--- config.mk ---
export PLATFORM = sky130hd
export DESIGN_NAME = instruction_fetch_stage
export DESIGN_NICKNAME = d
export VERILOG_FILES = /design/src/rtl/ifetch_pkg.sv /design/src/rtl/pc_register.sv /design/src/rtl/instruction_fetch_stage.sv
export SDC_FILE = /design/constraint.sdc
export NUM_CORES = 1
export LEC_CHECK = 0
export ABC_AREA = 1
export CORE_ASPECT_RATIO = 0.9
export CORE_MARGIN = 4
export CORE_UTILIZATION = 41
export DETAILED_ROUTE_END_ITERATION = 7
export PLACE_DENSITY_LB_ADDON = 0.2
export SETUP_SLACK_MARGIN = 0.02
export SYNTH_ARGS = -nofsm -noshare
export SYNTH_HDL_FRONTEND = slang
export SYNTH_SLANG_ARGS = --single-unit
--- constraint.sdc ---
create_clock -name clk -period 2.9 [get_ports clk]
set_clock_uncertainty 0.15 [all_clocks]
set_input_delay 0.435 -clock clk [delete_from_list [all_inputs] [get_ports clk]]
set_output_delay 0.435 -clock clk [all_outputs]
set_load 0.03 [all_outputs]
--- src/rtl/ifetch_pkg.sv ---
// ----------------------------------------------------------------------------
// ifetch_pkg
//   Shared widths, constants and the IF/ID pipeline-register layout for the
//   instruction fetch stage.
//   Contents:
//     INSTR_W, ADDR_W    instruction and address widths (32)
//     PC_STEP            byte distance between sequential instructions (4)
//     DEFAULT_NOP_INSTR  default bubble word for IF/ID
//     if_id_t            IF/ID register {pc, instruction, valid}
// ----------------------------------------------------------------------------
package ifetch_pkg;

    localparam int INSTR_W = 32;
    localparam int ADDR_W  = 32;

    localparam logic [ADDR_W-1:0]  PC_STEP           = 32'd4;
    localparam logic [INSTR_W-1:0] DEFAULT_NOP_INSTR = 32'h0000_0000;

    typedef struct packed {
        logic [ADDR_W-1:0]  pc;           // PC+4 of the fetched instruction
        logic [INSTR_W-1:0] instruction;
        logic               valid;        // 0 = bubble
    } if_id_t;

endpackage

--- src/rtl/pc_register.sv ---
// ----------------------------------------------------------------------------
// pc_register
//   Program counter storage. Loads pc_d when load_en is high, otherwise holds.
//   The reset value is word-aligned so the PC is always a word address.
//   Ports:
//     clk      in   pipeline clock, rising edge
//     rst      in   asynchronous, active-high reset
//     load_en  in   1 = take pc_d this edge
//     pc_d     in   next PC (already word-aligned by the caller)
//     pc_q     out  current PC
//   Parameters:
//     RESET_PC      PC value loaded on reset
// ----------------------------------------------------------------------------
module pc_register
    import ifetch_pkg::*;
#(
    parameter logic [ADDR_W-1:0] RESET_PC = 32'h0000_0000
) (
    input  logic              clk,
    input  logic              rst,
    input  logic              load_en,
    input  logic [ADDR_W-1:0] pc_d,
    output logic [ADDR_W-1:0] pc_q
);

    // NOTE: state is updated with non-blocking assignments so every flop
    // samples the pre-edge values; reset is in the sensitivity list so it
    // takes effect immediately, without waiting for a clock edge.
    always_ff @(posedge clk or posedge rst) begin
        if (rst) begin
            pc_q <= {RESET_PC[ADDR_W-1:2], 2'b00};
        end else if (load_en) begin
            pc_q <= pc_d;
        end
    end

endmodule

--- src/rtl/instruction_fetch_stage.sv ---
// ----------------------------------------------------------------------------
// instruction_fetch_stage
//   IF stage of the 5-stage pipeline: owns the PC, presents a word-aligned
//   fetch address to a combinational instruction memory and registers the
//   returned word into the IF/ID pipeline register.
//   Edge priority: branch_taken (redirect + flush) > freeze (hold) > advance.
//   Ports:
//     clk             in   pipeline clock, rising edge
//     rst             in   asynchronous, active-high reset
//     freeze          in   hazard stall: hold PC and IF/ID
//     branch_taken    in   EXE redirect; flushes IF/ID
//     branch_addr     in   redirect target (bits [1:0] ignored)
//     imem_addr       out  fetch address, always word-aligned
//     imem_rdata      in   instruction word for imem_addr, same cycle
//     if_pc           out  PC+4 of the instruction in IF/ID
//     if_instruction  out  instruction in IF/ID
//     if_valid        out  IF/ID holds a real instruction
//     fetch_count     out  instructions accepted into IF/ID  (IFETCH_PERF_CNT_EN)
//     stall_count     out  frozen, non-branch cycles         (IFETCH_PERF_CNT_EN)
//   Build option:
//     IFETCH_PERF_CNT_EN  adds the two 32-bit wrapping performance counters.
// ----------------------------------------------------------------------------
module instruction_fetch_stage
    import ifetch_pkg::*;
#(
    parameter logic [ADDR_W-1:0]  RESET_PC  = 32'h0000_0000,
    parameter logic [INSTR_W-1:0] NOP_INSTR = DEFAULT_NOP_INSTR
) (
    input  logic               clk,
    input  logic               rst,
    input  logic               freeze,
    input  logic               branch_taken,
    input  logic [ADDR_W-1:0]  branch_addr,
    output logic [ADDR_W-1:0]  imem_addr,
    input  logic [INSTR_W-1:0] imem_rdata,
    output logic [ADDR_W-1:0]  if_pc,
    output logic [INSTR_W-1:0] if_instruction,
    output logic               if_valid
`ifdef IFETCH_PERF_CNT_EN
    ,
    output logic [31:0]        fetch_count,
    output logic [31:0]        stall_count
`endif
);

    logic [ADDR_W-1:0] pc_q;
    logic [ADDR_W-1:0] pc_d;
    logic [ADDR_W-1:0] pc_plus4;
    logic              pc_load;
    logic              advance;
    logic              branch_addr_unused;
    if_id_t            if_id_q;
    if_id_t            if_id_d;

    // Targets are forced to a word boundary, so the low bits are never used.
    assign branch_addr_unused = ^branch_addr[1:0];

    // Sequential fetch step; wraps naturally at 2^32.
    assign pc_plus4 = pc_q + PC_STEP;
    assign advance  = ~branch_taken & ~freeze;
    assign pc_load  = branch_taken | ~freeze;
    assign pc_d     = branch_taken ? {branch_addr[ADDR_W-1:2], 2'b00} : pc_plus4;

    // PC is only ever loaded with aligned values, so it drives memory directly.
    assign imem_addr = pc_q;

    pc_register #(
        .RESET_PC (RESET_PC)
    ) u_pc_register (
        .clk     (clk),
        .rst     (rst),
        .load_en (pc_load),
        .pc_d    (pc_d),
        .pc_q    (pc_q)
    );

    // NOTE: every output of a combinational block gets a default first, so
    // no path leaves it unassigned and no latch is inferred.
    always_comb begin
        if_id_d = if_id_q;
        if (branch_taken) begin
            if_id_d = '{pc: '0, instruction: NOP_INSTR, valid: 1'b0};
        end else if (!freeze) begin
            if_id_d = '{pc: pc_plus4, instruction: imem_rdata, valid: 1'b1};
        end
    end

    always_ff @(posedge clk or posedge rst) begin
        if (rst) begin
            if_id_q <= '{pc: '0, instruction: NOP_INSTR, valid: 1'b0};
        end else begin
            if_id_q <= if_id_d;
        end
    end

    assign if_pc          = if_id_q.pc;
    assign if_instruction = if_id_q.instruction;
    assign if_valid       = if_id_q.valid;

`ifdef IFETCH_PERF_CNT_EN
    logic [31:0] fetch_count_q;
    logic [31:0] stall_count_q;

    always_ff @(posedge clk or posedge rst) begin
        if (rst) begin
            fetch_count_q <= '0;
            stall_count_q <= '0;
        end else begin
            if (advance) begin
                fetch_count_q <= fetch_count_q + 32'd1;
            end
            if (freeze && !branch_taken) begin
                stall_count_q <= stall_count_q + 32'd1;
            end
        end
    end

    assign fetch_count = fetch_count_q;
    assign stall_count = stall_count_q;
`else
    logic advance_unused;
    assign advance_unused = advance;
`endif

endmodule

**Run 1: nets reached from selected ports**

Drawn at 3 px/µm.
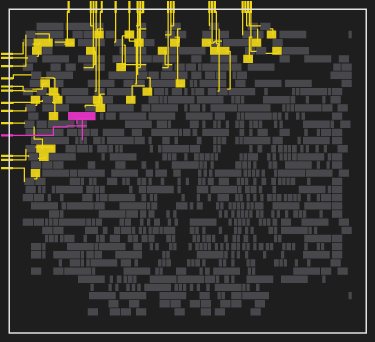
Key: if_valid = magenta [bits 1, direction output, edge left, end cells 1, buffers 1, wire 43.1 µm]; imem_rdata = yellow [bits 32, direction input, edge 20 top, 12 left, end cells 32, buffers 32, wire 631 µm]
Ports: 165
port bufs: 160

**Run 1: metal 2**

Drawn at 3 px/µm.
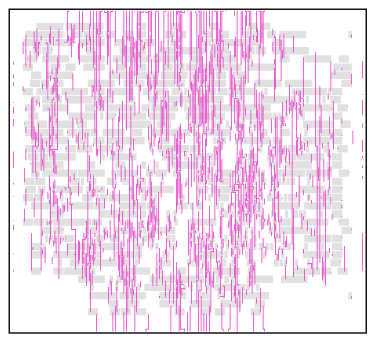
The layer holds 46% of the routed length. 636 nets have wire on it. The wires run mostly vertical. The longest straight run is 48.6 µm.
met2 Use GR: 0.327
vias: 4184

==> results_dict.tcl, run 1 <==
# yosys + openroad results
set metrics [dict create \
    min_path_type "register to register" \
    vdd_drop_max_mv 0.350 \
    synth_seq_share 0.522 \
    worstSetupEndpointType "register" \
    p_leak_uw 0.00309 \
    hold_violations 0 \
    tightest_slew_ps 525 \
    final-comb-area_mm2 0.00185 \
    chipWidth_um 118 \
    seqPwrFrac 0.427 \
    worst_slack_ps 690 \
    hpwl_um 9440 \
    register_area_mm2 0.00235 \
    drc_errors 0 \
    drive_gt1_frac 0.0715 \
    core_mm2 0.0108 \
    hold_buffers 0 \
    cts_tree "built" \
    clock_latency_ps 340 \
    ys_types 27 \
    antenna_found_initial 0 \
    setup_violations 0 \
    clock_power_share 0.349 \
    grt_pass1_wl_um 20800 \
    cts_max_level 3 \
    drtIter0Drc 234 \
    ys_area_mm2 0.00450 \
    max_slew_margin 0.649 \
    grt_pass1_vias 4147 \
    p_total_uw 3520 \
    post-place-ws_ps 320 \
    path_clk_slew_ps 70 \
    final.min_clock_period_ps 2210 \
    ant_nets 0 \
    netlist_instances 552 \
    rows 36 \
    grt_max_degree 95 \
    switching_power_uw 1090 \
    path_class "input pin to register" \
    syn_area_mm2 0.00450 \
    p_int_uw 2430 \
    drv_cap 0 \
    synth_area_per_cell_um2 8.16 \
    tns_ps 0 \
    initial_core_util 0.418 \
    combPwrFrac 0.223 \
    cts_made_buffers 9 \
    synth_flops 94 \
    cellPowerDensity_mw_per_mm2 537 \
    dpl_cell_area_mm2 0.00624 \
    cts.sink_count 94 \
    n_antenna_cell 0 \
    routabilityCongestion 0.840 \
    die_y_um 107 \
    drtPass1Iterations 5 \
    cts-root-buf "clkbuf_16" \
    required_ps 3030 \
    cts.path.max_buffers 2 \
    stdcell_area_mm2 0.00655 \
    r2r_cells 8 \
    area_growth_pct 45.5 \
    grt_overflow 0 \
    worstPathArrival_ps 2340 \
    slew_violations 0 \
    cp-start-kind "input pin" \
    warnings 28 \
    fmaxAchievable_ghz 0.453 \
    fin_nets 777 \
    post_cts_buffers 0 \
    critPathMaxFanout 22 \
    switching_share 0.310 \
    outcome "complete, no violations" \
    synth_stat.cells 552 \
    rsz0062_at_grt "false" \
]
**Run 1: metal layers overlaid**

Drawn at 4 px/µm. Two of the layers only.
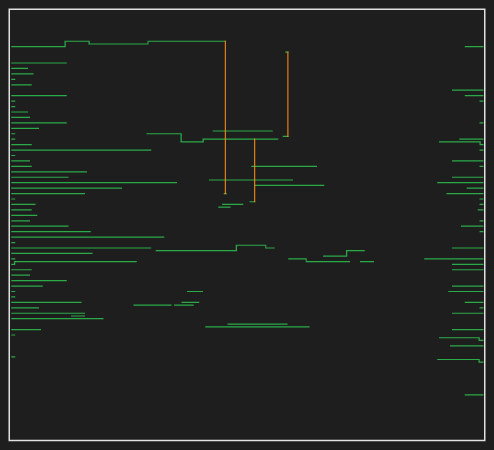
Key: metal 4 = orange [wire length 74.8 µm]; metal 3 = green [wire length 1020 µm]
wire per inst: 15.1 µm
DRT Wirelength: 12800 µm
GRT Resource Usage Total: 0.203

run 1: stage by stage:
| step | std cells | utilization | hold WS, ps |
|---|---|---|---|
| 4_1_cts | 846 | 0.609 | 334 |
| 3_5_place_dp | 830 | 0.580 | 315 |
| 2_1_floorplan | 553 | - | 418 |
| 6_report | 846 | 0.609 | 329 |
| 3_3_place_gp | 830 | 0.580 | 313 |
| 5_1_grt | 846 | 0.609 | 349 |
run 1: state kept, by name (all words and copies together), names as in the netlist:
register	cells
if_instruction	32
if_pc	31
if_valid	1
u_pc_register.pc_q	30
run 1: kinds of logic (layout without fill, tap and decap cells):
logic type / after synthesis / after routing / synth area share
fa+ha+maj: 1 / 1 / 0.00278
flops: 94 / 94 / 0.522
simple gates: 309 / 309 / 0.291
compound gates: 70 / 70 / 0.110
buf+inv: 76 / 236 / 0.0706
xor+xnor: 1 / 1 / 0.00194
other cells: 1 / 2 / 0.000833
run 1: power groups by stage:
stage	combinational (µW)	sequential (µW)	clock (µW)
6_report	787	1510	1230
5_1_grt	847	1520	1310
4_1_cts	797	1500	1260
3_5_place_dp	794	1530	0
3_3_place_gp	782	1530	0
2_1_floorplan	235	1710	0
run 1: cell usage after synthesis, drive strengths merged:
cell type  instances  area (µm²)
o21ai             23         115
a31oi              1        6.26
nand2            218         833
o21bai             2        15.0
conb               1        3.75
dfrtp             94        2350
nor3               1        5.00
clkbuf             8        30.0
a22o              34         298
inv               54         203
or2                1        6.26
xor2               1        8.76
a21oi              5        25.0
buf               14        85.1
nand3             38         220
nor2              50         240
o211ai             5        37.5
ha                 1        12.5
nand3b             1        7.51
run 1: worst paths after layout:
path | start | to | slack, ps
setup / recovery | branch_taken | u_pc_register.pc_q[27] | 690
hold / removal | if_pc[25] | if_pc[25] | 330
setup reg to reg | u_pc_register.pc_q[3] | u_pc_register.pc_q[12] | 1060
hold reg to reg | if_pc[25] | if_pc[25] | 330
max in group asynchronous | rst | if_pc[7] | 1780
min in group asynchronous | rst | if_pc[1] | 430
run 1: critical path, cell delays in order:
cell and delay, ps:
clkdlybuf4s50_1 660, nor2_4 550, inv_2 310, o21ai_0 250, inv_1 60, nand2_1 60
run 1: metal layers:
metal	vias to the layer above	routed length, µm	track usage
met2	128	5910	0.327
met3	7	1020	0.0730
met5	-	0	0
met1	1992	5760	0.269
met4	0	74	0.0339
li1	2057	-	-
run 1: area by class of cell:
cell class,instances,area share
clock buffer,9,0.0344
multi-input combinational,383,0.282
sequential,94,0.359
inverter,54,0.0315
clock inverter,7,0.0132
tap,133,0.0254
timing repair buffer,166,0.255
run 1: placed cells by master (no fill, tap or decap):
cell type and count:
o211ai_1 5, bufinv_16 1, nor3_1 1, buf_12 2, nand2_4 1, conb_1 2, nand3_1 32, xor2_1 1
inv_8 2, or2_2 1, nor2_1 36, ha_1 1, nand2_1 214, clkinvlp_4 2, dfrtp_1 94, nand3b_1 1
a21oi_1 5, nor2_2 9, clkinv_4 1, nand3_2 6, o21ai_0 18, buf_4 4, a31oi_1 1, o21bai_1 2
nand2_2 3, inv_1 50, nor2_4 5, clkbuf_16 9, inv_6 2, inv_2 3, o21ai_1 5, clkdlybuf4s50_1 160
a22o_1 34
==> run 1 -> run 2 <==
--- a/config.mk
+++ b/config.mk
@@ -8,7 +8,7 @@
 export ABC_AREA = 1
 export CORE_ASPECT_RATIO = 0.9
 export CORE_MARGIN = 4
-export CORE_UTILIZATION = 41
+export CORE_UTILIZATION = 45
 export DETAILED_ROUTE_END_ITERATION = 7
 export PLACE_DENSITY_LB_ADDON = 0.2
 export SETUP_SLACK_MARGIN = 0.02
==> constraint.sdc (replaced) <==
create_clock -name clk -period 2.1 [get_ports clk]
set_clock_uncertainty 0.15 [all_clocks]
set_input_delay 0.315 -clock clk [delete_from_list [all_inputs] [get_ports clk]]
set_output_delay 0.315 -clock clk [all_outputs]
set_load 0.03 [all_outputs]
**Run 2: metal 2**

Drawn at 3 px/µm.
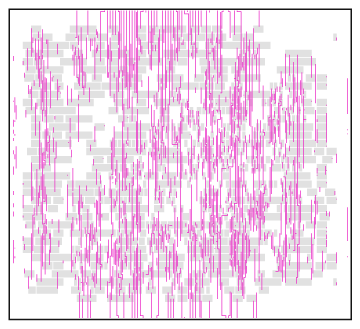
The layer holds 47% of the routed length. The wires run mostly vertical.
vias: 4183
met2 Use GR: 0.366
DRT Wirelength: 12500 µm

**Run 2: metal layers overlaid**

Drawn at 4 px/µm. Two of the layers only.
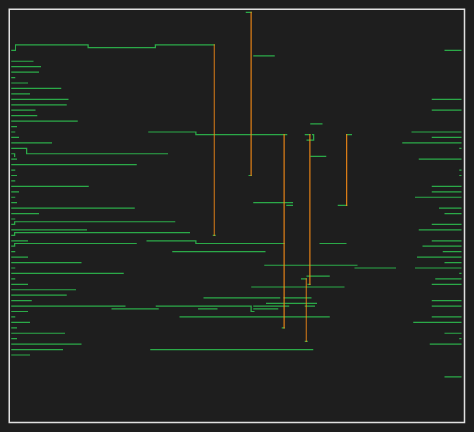
Key: metal 3 = green [wire length 1210 µm]; metal 4 = orange [wire length 207 µm]
GRT Resource Usage Total: 0.221
wire per inst: 14.9 µm

==> run 2 against run 1 <==
  * Clock power decreased by 3%
  * Flip-flop count unchanged
  * Non-clock buffer count increased by 1
  * Combinational power increased by 37%
  * Worst setup slack got worse by 590 ps
  * Sequential share of layout area increased by 0.76 points
  * Largest cell class unchanged
  * Highest routed layer unchanged
  * Count of clock-buffer cells in the layout increased by 2
==> results_dict.tcl, run 2 <==
# yosys + openroad results
set metrics [dict create \
    drc_errors 0 \
    worst_path_max_delay_cell "clkdlybuf4s50_1" \
    layout.cells.non_filler 840 \
    die_y_um 103 \
    outcome "complete, no violations" \
    grt_overflow 0 \
    combPwrFrac 0.249 \
    tns_ps 0 \
    grt_max_degree 95 \
    rsz0062_at_grt "false" \
    min_path_type "input pin to async pin" \
    cts.path.max_buffers 2 \
    drtIter0Drc 163 \
    crit_chain "clkdlybuf4s50_1" \
    worstSetupEndpointType "output port" \
    dp.cells 824 \
    top_cells_by_area "dfrtp_1 (52%), nand2_1 (18%), a22o_1 (6.6%)" \
    final_common_cell "nand2_1" \
    routabilityCongestion 0.930 \
    synth_stat.cells 552 \
    stdcell_area_mm2 0.00642 \
    ant_nets 0 \
    seqPwrFrac 0.478 \
    critPathMaxFanout 6 \
    cts_tree "built" \
    syn_area_mm2 0.00450 \
    required_ps 1630 \
    vdd_drop_max_mv 0.419 \
    cellPowerDensity_mw_per_mm2 677 \
    synth_area_leader_cell "dfrtp_1" \
    chipWidth_um 113 \
    p_int_uw 2960 \
    worst_slack_ps 105 \
    switching_power_uw 1390 \
    netlist_instances 552 \
    hold_violations 0 \
    cp-start-kind "register" \
    largest_reg_flops 32 \
    cts_made_buffers 9 \
    antenna_found_initial 0 \
    top_cell_area_share 0.522 \
    slew_violations 0 \
    worstPathArrival_ps 1530 \
    setup_violations 0 \
    ys_area_mm2 0.00450 \
    synth_seq_share 0.522 \
    grt_pass1_vias 4304 \
    final.min_clock_period_ps 1990 \
    crit_buf_inv 1 \
    switching_share 0.319 \
    post_cts_buffers 0 \
    clock_power_share 0.273 \
    clock_latency_ps 350 \
    fmaxAchievable_ghz 0.501 \
    fin_nets 778 \
    ys_types 27 \
    ios 165 \
    area_growth_pct 42.5 \
    edf_count 0 \
    lay_top_cells "nand2_1 (214), clkdlybuf4s50_1 (159), dfrtp_1 (94)" \
    yosysMostFrequentCell "nand2_1" \
    post-place-ws_ps 216 \
    port_buffers 160 \
    grt_pass1_wl_um 20600 \
    synth_flops 94 \
    cts_max_level 3 \
    rows 34 \
]
## run 2: repair_timing
action | 4_1_cts | 5_1_grt
resized | 1 | 0
hold buffers | 0 | 0
endpoints found under the setup margin | 1 | 0
## run 2: logic make-up (layout without fill, tap and decap cells)
| family | count (synthesis) | count (layout) | synth area share |
|---|---|---|---|
| compound gates | 70 | 70 | 0.110 |
| other cells | 1 | 2 | 0.000833 |
| buf+inv | 76 | 237 | 0.0706 |
| fa+ha+maj | 1 | 1 | 0.00278 |
| simple gates | 309 | 309 | 0.291 |
| xor+xnor | 1 | 1 | 0.00194 |
| flops | 94 | 94 | 0.522 |
## run 2: final cells by class
cell class / instances / area (µm²)
multi-input cells: 383 / 1850
fillers: 831 / 3280
flip-flops and latches: 94 / 2350
clock inverters: 5 / 58.8
well taps: 126 / 158
clock buffers: 11 / 131
repair buffers: 167 / 1670
inverters: 54 / 206
## run 2: final timing paths
path | from | endpoint | slack [ps] | cells past startpoint
worst max-delay path | u_pc_register.pc_q[14] | imem_addr[14] | 110 | 1
worst min-delay path | rst | if_instruction[2] | 280 | 3
worst max register to register | u_pc_register.pc_q[3] | if_pc[28] | 270 | 10
worst min register to register | if_pc[3] | if_pc[3] | 340 | 2
max in group asynchronous | rst | if_instruction[26] | 1140 | 3
min in group clk | if_pc[3] | if_pc[3] | 340 | 2
## run 2: layer usage
layer / global-route usage / wire length, µm / up-vias
met4: 0.0628 / 207 / 0
met5: 0 / 0 / -
li1: - / - / 2062
met2: 0.366 / 5830 / 157
met1: 0.279 / 5270 / 1950
met3: 0.0739 / 1210 / 14
## run 2: power by group through the flow
stage | clock network [µW] | registers [µW] | logic [µW]
3_3_place_gp | 0 | 2110 | 1070
3_5_place_dp | 0 | 2110 | 1090
6_report | 1190 | 2080 | 1080
2_1_floorplan | 0 | 2360 | 324
5_1_grt | 1290 | 2100 | 1170
4_1_cts | 1210 | 2080 | 1090
## run 2: through the flow
step	utilization	total power, µW	hold WS [ps]
finish	0.662	4340	279
global route	0.662	4560	345
CTS	0.662	4380	306
detailed placement	0.642	3200	314
global placement	0.642	3180	310
floorplan	-	2680	298
==> run 2 -> run 3 <==
--- a/config.mk
+++ b/config.mk
@@ -6,7 +6,7 @@
 export NUM_CORES = 1
 export LEC_CHECK = 0
 export ABC_AREA = 1
-export CORE_ASPECT_RATIO = 0.9
+export CORE_ASPECT_RATIO = 1.1
 export CORE_MARGIN = 4
 export CORE_UTILIZATION = 45
 export DETAILED_ROUTE_END_ITERATION = 7
==> run 3 against run 2 <==
  * Sequential share of layout area barely moved
  * Flip-flop count did not move
  * Sequential power barely moved
  * Non-clock buffer count rose by 2
  * Cell area barely moved
  * Utilization fell by 0.90 points
  * Largest power group unchanged
==> results_dict.tcl, run 3 <==
# yosys + openroad results
set metrics [dict create \
    outcome "complete, no violations" \
    rsz0062_at_grt "false" \
    p_int_uw 3010 \
    worst_slack_ps 73.6 \
    path_depth 1 \
    synth_area_leader_cell "dfrtp_1" \
    edf_count 0 \
    ant_nets 0 \
    synth_seq_share 0.522 \
    ios 165 \
    yosysMostFrequentCell "nand2_1" \
    syn_area_mm2 0.00450 \
    rows 38 \
    top_cells_by_area "dfrtp_1 (52%), nand2_1 (18%), a22o_1 (6.6%)" \
    chipWidth_um 103 \
    crit_chain "clkdlybuf4s50_1" \
    cellPowerDensity_mw_per_mm2 682 \
    regToRegStartpoint "u_pc_register.pc_q[10]" \
    r2r_cells 8 \
    final_util 0.653 \
    cp-start-kind "register" \
    combPwrFrac 0.248 \
    vdd_drop_max_mv 0.421 \
    clock_latency_ps 370 \
    crit_buf_inv 1 \
    worstSetupEndpointType "output port" \
    final_common_cell "nand2_1" \
    cts.path.max_buffers 2 \
    grt_pass1_wl_um 21100 \
    drtIter0Drc 196 \
    worst_path_max_delay_cell "clkdlybuf4s50_1" \
    area_growth_pct 42.6 \
    setup_violations 0 \
    synth_stat.cells 552 \
    netlist_instances 552 \
    grt_max_degree 95 \
    required_ps 1630 \
    worstPathArrival_ps 1560 \
    min_path_type "input pin to async pin" \
    cts_made_buffers 9 \
    cp-startpoint "u_pc_register.pc_q[10]" \
    fin_nets 780 \
    antenna_found_initial 0 \
]
==> run 3: power by group through the flow <==
| stage | Combinational [µW] | Clock, µW | Sequential (µW) |
|---|---|---|---|
| 2_1_floorplan | 324 | 0 | 2360 |
| 3_3_place_gp | 1080 | 0 | 2110 |
| 3_5_place_dp | 1100 | 0 | 2110 |
| 4_1_cts | 1100 | 1240 | 2080 |
| 5_1_grt | 1170 | 1290 | 2100 |
| 6_report | 1090 | 1210 | 2080 |
==> run 3: area by class of cell <==
type	instances	area, µm²
flip-flops and latches	94	2350
clock buffers	13	159
multi-input cells	383	1850
repair buffers	169	1680
fillers	854	3420
inverters	54	206
well taps	120	150
clock inverters	1	30.0
==> run 3: worst min-delay path: stages <==
cell             delay (ps)
clkdlybuf4s50_1         440
clkinvlp_4               90
buf_12                  390
==> run 3: per-layer routing <==
metal / wire, µm / track usage / part of all wire / vias up
met4: 213 / 0.0699 / 0.016 / 0
met1: 5250 / 0.283 / 0.40 / 1986
met2: 6560 / 0.386 / 0.50 / 144
met5: 0 / 0 / 0 / -
li1: - / - / - / 2067
met3: 1160 / 0.0727 / 0.088 / 21
==> run 3: timing repair <==
action	CTS	global route
endpoints found under the setup margin	1	0
gates resized	1	0
endpoints found under the hold margin	0	0
==> run 3: stage by stage <==
stage,hold WS (ps),power [µW],std cells
after global placement,310,3190,820
after detailed placement,316,3210,820
final,277,4380,834
after CTS,300,4410,834
after global routing,333,4570,834
after floorplan,298,2680,553
==> run 3: logic make-up after synthesis <==
group	share of synthesized area
buffers and inverters	0.0706
AOI/OAI and AO/OA	0.110
DFF	0.522
and+or+nand+nor	0.291
adders and majority gates	0.00278
other	0.000833
xor gates and xnor gates	0.00194
==> run 3: worst paths after layout <==
| check | endpoint | slack (ps) |
|---|---|---|
| worst min-delay path | if_pc[18] | 280 |
| worst min register to register | if_pc[3] | 330 |
| max in group asynchronous | if_pc[27] | 1130 |
| min in group clk | if_pc[3] | 330 |
| worst max-delay path | imem_addr[10] | 70 |
| worst max register to register | if_pc[16] | 250 |
**Run 3: metal layers overlaid**

Drawn at 4 px/µm. Two of the layers only.
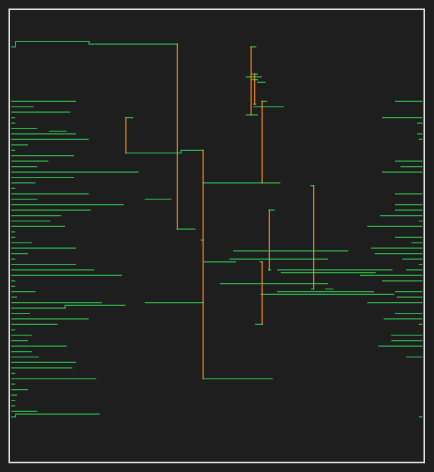
Key: metal 4 = orange [wire length 214 µm]; metal 3 = green [wire length 1160 µm]
vias: 4218
wire per inst: 15.8 µm
GRT Resource Usage Total: 0.231
DRT Wirelength: 13200 µm

**Run 3: a small window of the routed layout**

Region (68, 75) to (88, 95) µm. Cells in grey, sequential cells in the stronger grey; small squares are vias.
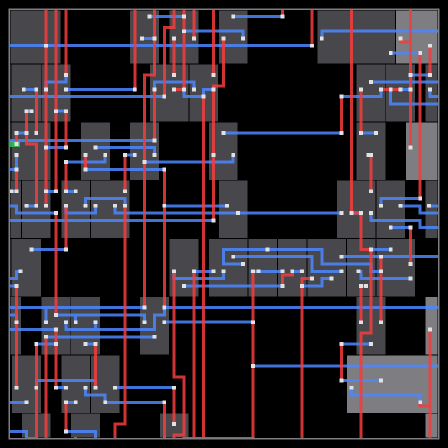
Key: metal 3 = green; metal 2 = red; metal 1 = blue
36 logic cells have their middle in the window. Sequential cells in the window: 0. Most frequent: nand2_1 (18), inv_1 (7).

Power is estimated from default activity; no workload was simulated.
